File: src/rtl/pc_pkg.sv
// Shared definitions for the PC sequencing unit:
// parameter defaults, next-PC source enum and width helper.
package pc_pkg;

  localparam int XLEN_D = 32;
  localparam int STEP_D = 4;
  localparam int RESET_PC_D = 0;

  typedef enum logic [1:0] {
    NPC_SEQ,
    NPC_REDIR,
    NPC_RAS
  } npc_src_e;

  // Never returns 0 so one-entry selects still get a real bit
  function automatic int clog2_safe(input int n);
    return (n <= 2) ? 1 : $clog2(n);
  endfunction

endpackage

File: src/rtl/ras_stack.sv
// Circular return-address stack with saturating count.
// Pushing when full silently overwrites the oldest entry.
module ras_stack
  import pc_pkg::*;
#(
  parameter int XLEN = XLEN_D,
  parameter int RAS_DEPTH = 4
) (
  input  logic            clk,
  input  logic            rst,
  input  logic            push,
  input  logic            pop,
  input  logic [XLEN-1:0] din,
  output logic [XLEN-1:0] top,
  output logic            empty,
  output logic            full
);

  localparam int AW = clog2_safe(RAS_DEPTH);
  localparam int CW = clog2_safe(RAS_DEPTH + 1);

  logic [XLEN-1:0] mem [RAS_DEPTH];
  logic [AW-1:0]   ptr;
  logic [CW-1:0]   cnt;

  assign empty = (cnt == '0);
  assign full  = (cnt == CW'(RAS_DEPTH));
  assign top   = mem[ptr];

  // ptr indexes the current top; the slot above it is the oldest when full
  always_ff @(posedge clk) begin
    if (rst) begin
      ptr <= '0;
      cnt <= '0;
    end else if (push && pop && !empty) begin
      mem[ptr] <= din;
    end else if (push) begin
      mem[ptr + AW'(1)] <= din;
      ptr <= ptr + AW'(1);
      if (!full) cnt <= cnt + CW'(1);
    end else if (pop && !empty) begin
      ptr <= ptr - AW'(1);
      cnt <= cnt - CW'(1);
    end
  end

endmodule

File: src/rtl/pc_seq_unit.sv
// Program counter with redirect sources and return-address stack.
// Priority: RAS pop, then redirect, then sequential step.
module pc_seq_unit
  import pc_pkg::*;
#(
  parameter int XLEN = XLEN_D,
  parameter int NSRC = 4,
  parameter int STEP = STEP_D,
  parameter int RESET_PC = RESET_PC_D,
  parameter int RAS_DEPTH = 4,
  localparam int SW = clog2_safe(NSRC)
) (
  input  logic                 clk,
  input  logic                 rst,
  input  logic                 en,
  input  logic                 redirect,
  input  logic [SW-1:0]        sel,
  input  logic [NSRC*XLEN-1:0] src_din,
  input  logic                 call,
  input  logic                 ret,
  output logic [XLEN-1:0]      pc,
  output logic [XLEN-1:0]      pc_next,
  output logic                 ras_empty,
  output logic                 ras_full,
  output logic                 ret_underflow,
  output logic                 sel_err
);

  logic            sel_ok;
  logic [XLEN-1:0] pc_seq;
  logic [XLEN-1:0] redir_pc;
  logic [XLEN-1:0] ras_top;
  npc_src_e        nsrc;

  assign sel_ok = (int'(sel) < NSRC);
  assign pc_seq = pc + XLEN'(STEP);

  // Out-of-range select falls back to source 0
  always_comb begin
    redir_pc = src_din[XLEN-1:0];
    for (int i = 1; i < NSRC; i++) begin
      if (sel_ok && int'(sel) == i)
        redir_pc = src_din[i*XLEN +: XLEN];
    end
  end

  always_comb begin
    nsrc = NPC_SEQ;
    if (ret && !ras_empty) nsrc = NPC_RAS;
    else if (redirect)     nsrc = NPC_REDIR;
  end

  always_comb begin
    pc_next = pc_seq;
    unique case (nsrc)
      NPC_RAS:   pc_next = ras_top;
      NPC_REDIR: pc_next = redir_pc;
      default:   pc_next = pc_seq;
    endcase
  end

  ras_stack #(
    .XLEN      (XLEN),
    .RAS_DEPTH (RAS_DEPTH)
  ) u_ras (
    .clk   (clk),
    .rst   (rst),
    .push  (en && call),
    .pop   (en && ret),
    .din   (pc_seq),
    .top   (ras_top),
    .empty (ras_empty),
    .full  (ras_full)
  );

  always_ff @(posedge clk) begin
    if (rst) begin
      pc            <= XLEN'(RESET_PC);
      ret_underflow <= 1'b0;
      sel_err       <= 1'b0;
    end else begin
      ret_underflow <= en && ret && ras_empty;
      sel_err       <= en && redirect && !sel_ok;
      if (en) pc <= pc_next;
    end
  end

endmodule

File: config.mk
export PLATFORM = sky130hd
export DESIGN_NAME = pc_seq_unit
export DESIGN_NICKNAME = d
export VERILOG_FILES = /design/src/rtl/pc_pkg.sv /design/src/rtl/ras_stack.sv /design/src/rtl/pc_seq_unit.sv
export SDC_FILE = /design/constraint.sdc
export NUM_CORES = 1
export LEC_CHECK = 0
export ABC_AREA = 1
export CORE_ASPECT_RATIO = 1.75
export CORE_MARGIN = 2
export CORE_UTILIZATION = 40
export DETAILED_ROUTE_END_ITERATION = 7
export PLACE_DENSITY = 0.69
export SLEW_MARGIN = 5
export SYNTH_ARGS = -nofsm -noshare
export SYNTH_HDL_FRONTEND = slang
export SYNTH_SLANG_ARGS = --single-unit
File: constraint.sdc
create_clock -name clk -period 7.5 [get_ports clk]
set_clock_uncertainty 0.15 [all_clocks]
set_input_delay 0.75 -clock clk [delete_from_list [all_inputs] [get_ports clk]]
set_output_delay 0.75 -clock clk [all_outputs]
set_load 0.03 [all_outputs]
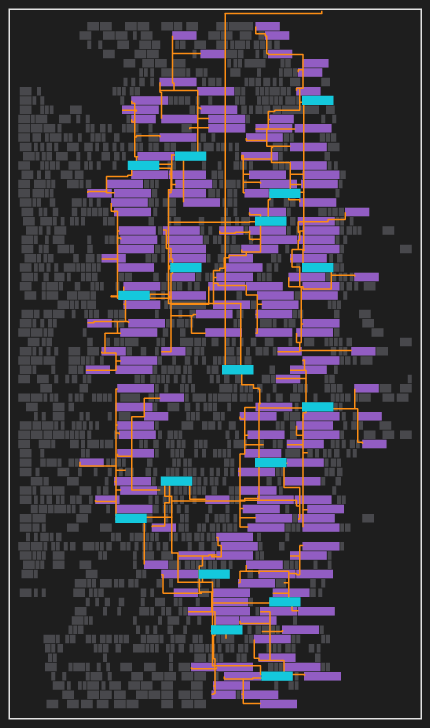
**Above:** run 1 (clock network drawn from the DEF).
[cyan] clock drivers | count: 17
[orange] clock wires | length: 1930 µm
[purple] flip-flops | count: 168
routed clock nets	18

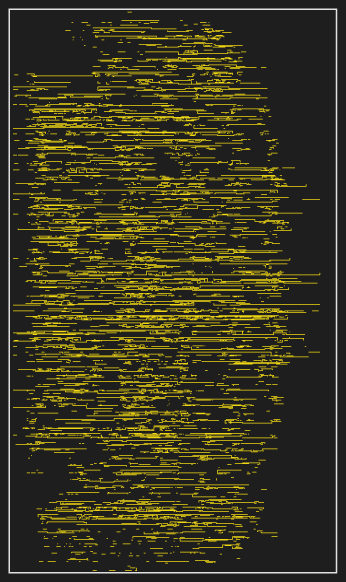
**Above:** run 1 (metal 1).
wire length on this layer	11500 µm
main direction	horizontal

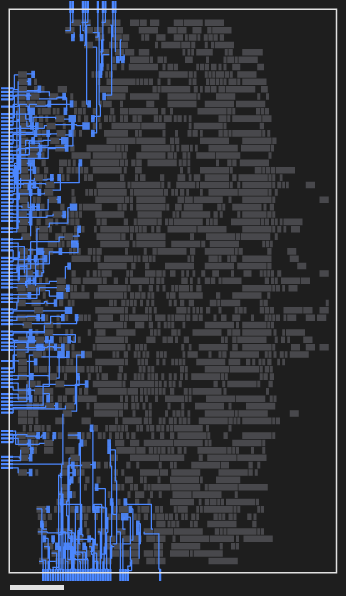
**Above:** run 1 (I/O nets highlighted).
Scale bar: 20 µm.
colour	port	direction	end cells	buffers	wire
blue	`src_din`	input	128	128	2750 µm

==> run_results.csv, run 1 <==
group,metric,value,unit
status,outcome,"finished clean",
clock_network,clk_pin_slew_worst_paths,60,ps
clock_network,cts_buffer_depth,2,
clock_network,post_cts_resized,0,
die,core_area,0.0232,mm²
critical_path,cp.arrival,3700,ps
route,vias,8886,
clock_network,clk_root_buffer_cell,"clkbuf_16",
final_timing,worstMarginPinSlew,885,ps
logic_synthesis,syn_area,0.00945,mm²
die,die_area,0.0249,mm²
die,core_util_floorplan,0.407,
power_and_ir_drop,power_frac_seq,0.402,
place,port_buffers,202,
run,timing.max_cap.violations,0,
power_and_ir_drop,worst_ir_drop_vdd,0.000173,V
critical_path,crit_type,"input port to output port",
critical_path,cp-start-kind,"input port",
global_routing,grt_antenna_before_repair,0,
final_layout,mi_logic_area,0.00395,mm²
clock_network,clock_latency,440,ps
critical_path,setup.worst_path.start,"sel[1]",
route,firstDrtPassIters,5,
critical_path,cp-end-kind,"output port",
critical_path,cp.required,6600,ps
final_timing,fmax,217,MHz
final_layout,area_growth,29.1,%
logic_synthesis,yosysSeqAreaShare,0.491,
die,rows,74,
final_timing,setup_tns,0,ps
final_layout,layout-drive-gt1-share,0.0639,
clock_network,holdBufCountCts,0,
logic_synthesis,avgSynthCellArea,7.64,µm²
route,drc,0,
logic_synthesis,synthCells,1237,
critical_path,r2r-end,"u_ras.mem[1][27]",
final_layout,n_antenna_cell,0,
logic_synthesis,topCellsByArea,"edfxtp_1, nand2_1, dfxtp_1",
final_layout,nets,1550,
final_layout,regArea,0.00465,mm²
power_and_ir_drop,pwr_density_cell,222,mW/mm²
final_layout,final_core_util,0.525,
hold_path,holdCritPathClass,"flip-flop to flip-flop",
global_routing,grt_max_degree,66,
global_routing,grt_pass1_wl,46100,µm
run,warnings,26,
critical_path,timing.rr.start,"u_ras.cnt[2]",
route,drtAntennaViolNets,0,
power_and_ir_drop,leakagePower,5.12,nW
logic_synthesis,ys_cells,1237,
logic_synthesis,synth_flops,168,
clock_network,cts_setup_buffers,0,
route,first_iter_violations,824,
logic_synthesis,yosys_area,0.00945,mm²
final_timing,hold_viol_final,0,
die,die_h,207,µm
global_routing,grt_pass1_vias,8551,
logic_synthesis,synth.distinct_cells,39,
final_timing,holdWs,346,ps
power_and_ir_drop,p_int,0.00183,W
power_and_ir_drop,power.clock.fraction,0.320,
clock_network,cts_sinks,168,
global_routing,grt-ovfl-total,0,
logic_synthesis,fp_nets,1375,
final_layout,lay_top_count,"nand2_1",
logic_synthesis,top_area_cell,"edfxtp_1",
final_timing,period_used_share,0.613,
critical_path,rrSetupSlack,4270,ps
clock_network,htree_num_levels,4,
clock_network,cts_buffers,17,
logic_synthesis,yosysWarningCount,0,
final_timing,relSlewSlack,0.410,
final_timing,slew_violations,0,
final_timing,period_needed,4600,ps
critical_path,r2r_cells,8,
critical_path,crit_path_end,"pc_next[13]",
final_timing,setup_violations,0,
-- run 1: power by group through the flow --
stage | sequential, W | combinational [W] | clock (W)
6_report | 0.00109 | 0.000755 | 0.000868
5_1_grt | 0.00110 | 0.000818 | 0.000913
4_1_cts | 0.00109 | 0.000758 | 0.000876
3_5_place_dp | 0.00111 | 0.000754 | 0
3_3_place_gp | 0.00111 | 0.000747 | 0
2_1_floorplan | 0.00113 | 0.000428 | 0
-- run 1: layout make-up --
cell class	count	share of cell area
inverter	139	0.0427
clock inverter	12	0.0117
clock buffer	20	0.0358
tap	304	0.0312
multi-input combinational	870	0.324
timing repair buffer	216	0.174
sequential	168	0.381
-- run 1: logic make-up after synthesis --
kind of cell	synth area share
AND/OR/NAND/NOR	0.321
buffers and inverters	0.0918
flip-flops	0.491
AND-OR/OR-AND	0.0798
XOR/XNOR	0.0119
adder cells (fa/ha/maj)	0.00344
other	0.000397
-- run 1: metal layers --
layer,vias up,share of wire,track usage
li1,4329,-,-
met1,4098,0.38,0.281
met2,389,0.51,0.424
met3,70,0.075,0.0533
met4,0,0.036,0.115
met5,-,0,0
-- run 1: state kept, by name, summed over array words and instances, names as in the netlist, named ones only --
signal / cells
pc: 32
ret_underflow: 1
u_ras.cnt: 3
u_ras.ptr: 2
u_ras.mem: 128
-- run 1: stage by stage --
| step | setup slack [ps] | instance area, µm² | power, W | cells |
|---|---|---|---|---|
| final | 2900 | 12200 | 0.00272 | 1729 |
| after global routing | 2710 | 12200 | 0.00283 | 1729 |
| after CTS | 2890 | 12200 | 0.00273 | 1729 |
| after detailed placement | 2890 | 11600 | 0.00187 | 1697 |
| after global placement | 2920 | 11600 | 0.00186 | 1697 |
| after floorplan | 3990 | 9450 | 0.00156 | 1237 |
-- run 1: critical path, stage by stage --
cell,delay (ps)
clkdlybuf4s50_1,530
inv_2,70
nor2_4,600
inv_2,470
o211ai_1,220
nand3_1,100
nand2_1,150
nand3_1,150
clkdlybuf4s50_1,630
-- run 1: cell usage after synthesis, drive strengths merged --
cell,count
nor3,2
clkbuf,23
buf,36
fa,1
nand3,136
o211ai,12
clkinv,1
edfxtp,128
and2,8
inv,138
conb,1
o21ai,49
nor2,195
nand4,3
xnor2,2
dfxtp,40
o21bai,2
a211oi,1
dlygate4sd1,1
xor2,10
o22ai,4
nand2,377
ha,1
a21oi,66
-- run 1: worst min-delay path by stage --
stage | start | to | cells after the start | slack [ps]
finish | u_ras.cnt[0] | u_ras.cnt[0] | 1 | 350
global placement | u_ras.cnt[0] | u_ras.cnt[0] | 1 | 320
floorplan | u_ras.cnt[0] | u_ras.cnt[0] | 1 | 300
CTS | u_ras.cnt[0] | u_ras.cnt[0] | 1 | 350
detailed placement | u_ras.cnt[0] | u_ras.cnt[0] | 1 | 330
global route | u_ras.cnt[0] | u_ras.cnt[0] | 1 | 370
==> inputs of run 2 (changes only) <==
--- a/config.mk
+++ b/config.mk
@@ -10,7 +10,7 @@
 export CORE_MARGIN = 2
 export CORE_UTILIZATION = 40
 export DETAILED_ROUTE_END_ITERATION = 7
-export PLACE_DENSITY = 0.69
+export PLACE_DENSITY = 0.72
 export SLEW_MARGIN = 5
 export SYNTH_ARGS = -nofsm -noshare
 export SYNTH_HDL_FRONTEND = slang
==> constraint.sdc (replaced) <==
create_clock -name clk -period 4.1 [get_ports clk]
set_clock_uncertainty 0.15 [all_clocks]
set_input_delay 0.41 -clock clk [delete_from_list [all_inputs] [get_ports clk]]
set_output_delay 0.41 -clock clk [all_outputs]
set_load 0.03 [all_outputs]
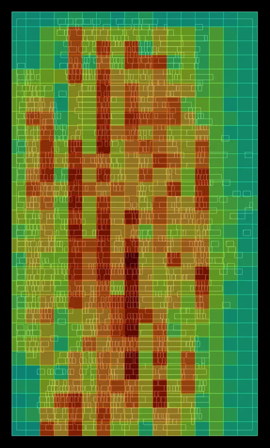
**Above:** run 2 (routing congestion map).
met3 global-route usage: 0.0473
met1 Usage GRT: 0.274

==> run 2 against run 1 <==
Setup slack worse by 2600 ps. Synthesized cell count stayed put. Cell area is 0.87% higher. Utilization is 0.46 points higher. Power is 86% higher. Synthesized area stayed put. Via count is 0.77% higher. Critical path depth is 1 higher. Wire length is 1.8% lower. Largest cell class unchanged.
==> run_results.csv, run 2 <==
group,metric,value,unit
clock_network,htree_num_levels,4,
global_routing,grt_antenna_before_repair,0,
logic_synthesis,synthCells,1237,
clock_network,cts_setup_buffers,0,
critical_path,crit_type,"flip-flop to output port",
clock_network,clock_latency,440,ps
place,place_inst,1704,
route,drtAntennaViolNets,0,
logic_synthesis,synth-edff-count,128,
final_timing,holdWs,356,ps
logic_synthesis,avgSynthCellArea,7.64,µm²
final_timing,period_used_share,0.915,
logic_synthesis,most_common_cell,"nand2_1",
logic_synthesis,fp_nets,1375,
final_timing,slew_violations,0,
global_routing,grt-ovfl-total,0,
clock_network,cts_buffer_depth,2,
logic_synthesis,yosysWarningCount,0,
final_layout,layout-drive-gt1-share,0.0684,
logic_synthesis,ys_cells,1237,
critical_path,cp.arrival,3190,ps
run,timing.max_cap.violations,0,
logic_synthesis,top_area_cell,"edfxtp_1",
final_layout,largestRegisters,"u_ras.mem: 128 flops, pc: 32 flops, u_ras.cnt: 3 flops",
route,drc,0,
die,core_area,0.0232,mm²
critical_path,r2r_cells,8,
final_timing,setup_slack,347,ps
final_timing,period_needed,3750,ps
clock_network,holdBufCountCts,0,
logic_synthesis,synth-async-reset-ratio,0,
critical_path,crit_chain,"ha_1 > nand2_1 > nor2_1 > nand2_2 > nor2_2 > nand3_1 > nand2_1 > nand2_1 > nand2_1 > clkdlybuf4s50_1",
die,die_h,207,µm
die,core_util_floorplan,0.407,
route,first_iter_violations,742,
die,die_area,0.0249,mm²
hold_path,hp-start,"u_ras.cnt[0]",
critical_path,slowest_stage,"clkdlybuf4s50_1",
global_routing,grt_max_degree,65,
place,port_buffers,202,
final_layout,area_growth,30.2,%
logic_synthesis,syn_area,0.00945,mm²
power_and_ir_drop,pwr_density_cell,410,mW/mm²
critical_path,rrSetupSlack,1260,ps
clock_network,clk_pin_slew_worst_paths,60,ps
critical_path,cp.required,3540,ps
final_timing,worstMarginPinSlew,778,ps
critical_path,cpMostUsedCell,"nand2_1",
route,vias,8954,
final_timing,fmax,266,MHz
hold_path,holdCritPathClass,"flip-flop to flip-flop",
critical_path,timing.rr.start,"u_ras.cnt[2]",
final_layout,stdcell_count,1736,
clock_network,cts_sinks,168,
logic_synthesis,topCellsByArea,"edfxtp_1, nand2_1, dfxtp_1",
final_timing,relSlewSlack,0.479,
die,rows,74,
final_timing,hold_viol_final,0,
final_layout,largest_reg_flops,128,
critical_path,slowest_delay,660,ps
logic_synthesis,synth_flops,168,
logic_synthesis,yosys_area,0.00945,mm²
logic_synthesis,yosys_most_used_dff,"edfxtp_1",
critical_path,crit_family,"simple AND/OR/NAND/NOR gates",
power_and_ir_drop,leakagePower,5.19,nW
hold_path,hold-path-endpoint,"u_ras.cnt[0]",
logic_synthesis,yosysSeqAreaShare,0.491,
place,hpwl,21900,µm
global_routing,grt_pass1_vias,8930,
clock_network,clk_root_buffer_cell,"clkbuf_16",
critical_path,critical_path_buf_inv_count,1,
final_layout,registers.top_by_ff_count,"u_ras.mem",
final_layout,lay_top_count,"nand2_1",
hold_path,whs_path_depth,1,
final_layout,nets,1557,
place,dpl_worst_slack,672,ps
power_and_ir_drop,worst_ir_drop_vdd,0.000306,V
global_routing,grt_pass1_wl,46400,µm
run,warnings,26,
clock_network,post_cts_resized,0,
critical_path,cp-end-kind,"output port",
final_layout,n_antenna_cell,0,
critical_path,r2r-end,"u_ras.mem[1][27]",
final_layout,final_core_util,0.530,
logic_synthesis,synth.distinct_cells,39,
status,outcome,"finished clean",
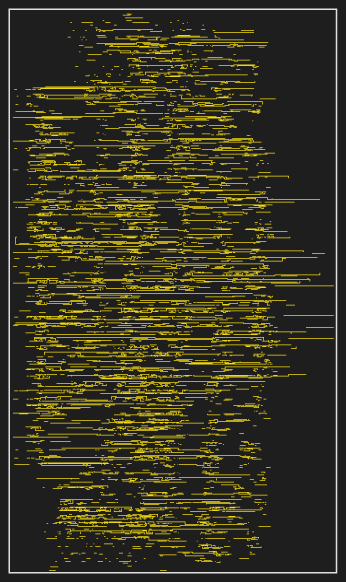
**Above:** run 2 (metal 1).
main direction	horizontal
share of all routed wire	37%
longest straight run	64.9 µm

## run 2: logic make-up after synthesis
| logic type | synth area share |
|---|---|
| buffers and inverters | 0.0918 |
| other | 0.000397 |
| and+or+nand+nor | 0.321 |
| xor gates and xnor gates | 0.0119 |
| DFF | 0.491 |
| AOI/OAI and AO/OA | 0.0798 |
| adders and majority gates | 0.00344 |
## run 2: worst reg2reg max path: cells and delay by family (launching register included)
| family | cells | cell delay (ps) |
|---|---|---|
| buffers and inverters | 3 | 750 |
| and+or+nand+nor | 4 | 840 |
| AOI/OAI and AO/OA | 1 | 390 |
| DFF | 1 | 310 |
## run 2: worst max-delay path by stage
| stage | start | endpoint | cells after the start |
|---|---|---|---|
| finish | pc[2] | pc_next[28] | 10 |
| floorplan | en | u_ras.mem[0][0] | 7 |
| global placement | sel[0] | pc_next[9] | 7 |
| global route | pc[2] | pc_next[28] | 10 |
| detailed placement | sel[0] | pc_next[13] | 7 |
| CTS | pc[2] | pc_next[28] | 10 |
## run 2: per-layer routing
| metal | vias to the layer above | track usage | routed length [µm] |
|---|---|---|---|
| met1 | 4099 | 0.274 | 10900 |
| met4 | 0 | 0.130 | 1400 |
| met2 | 431 | 0.423 | 15100 |
| met3 | 88 | 0.0473 | 2300 |
| li1 | 4336 | - | - |
| met5 | - | 0 | 0 |
## run 2: report_power, final
part / switching, W / total, W / internal, W / leakage [nW]
clock network: 0.000650 / 0.00166 / 0.00101 / 0.303
registers: 0.0000764 / 0.00200 / 0.00193 / 1.51
logic: 0.000867 / 0.00139 / 0.000522 / 3.38
## run 2: cell type report
type / count / area, µm²
multi-input cells: 870 / 3950
well taps: 304 / 380
flip-flops and latches: 168 / 4650
repair buffers: 223 / 2190
inverters: 139 / 522
clock buffers: 23 / 512
fillers: 2127 / 10900
clock inverters: 9 / 109
## run 2: metrics by stage
stage / instance area (µm²) / power [W]
3_5_place_dp: 11700 / 0.00342
2_1_floorplan: 9450 / 0.00285
5_1_grt: 12300 / 0.00525
3_3_place_gp: 11700 / 0.00340
4_1_cts: 12300 / 0.00506
6_report: 12300 / 0.00505
Power and IR drop assume default switching activity.
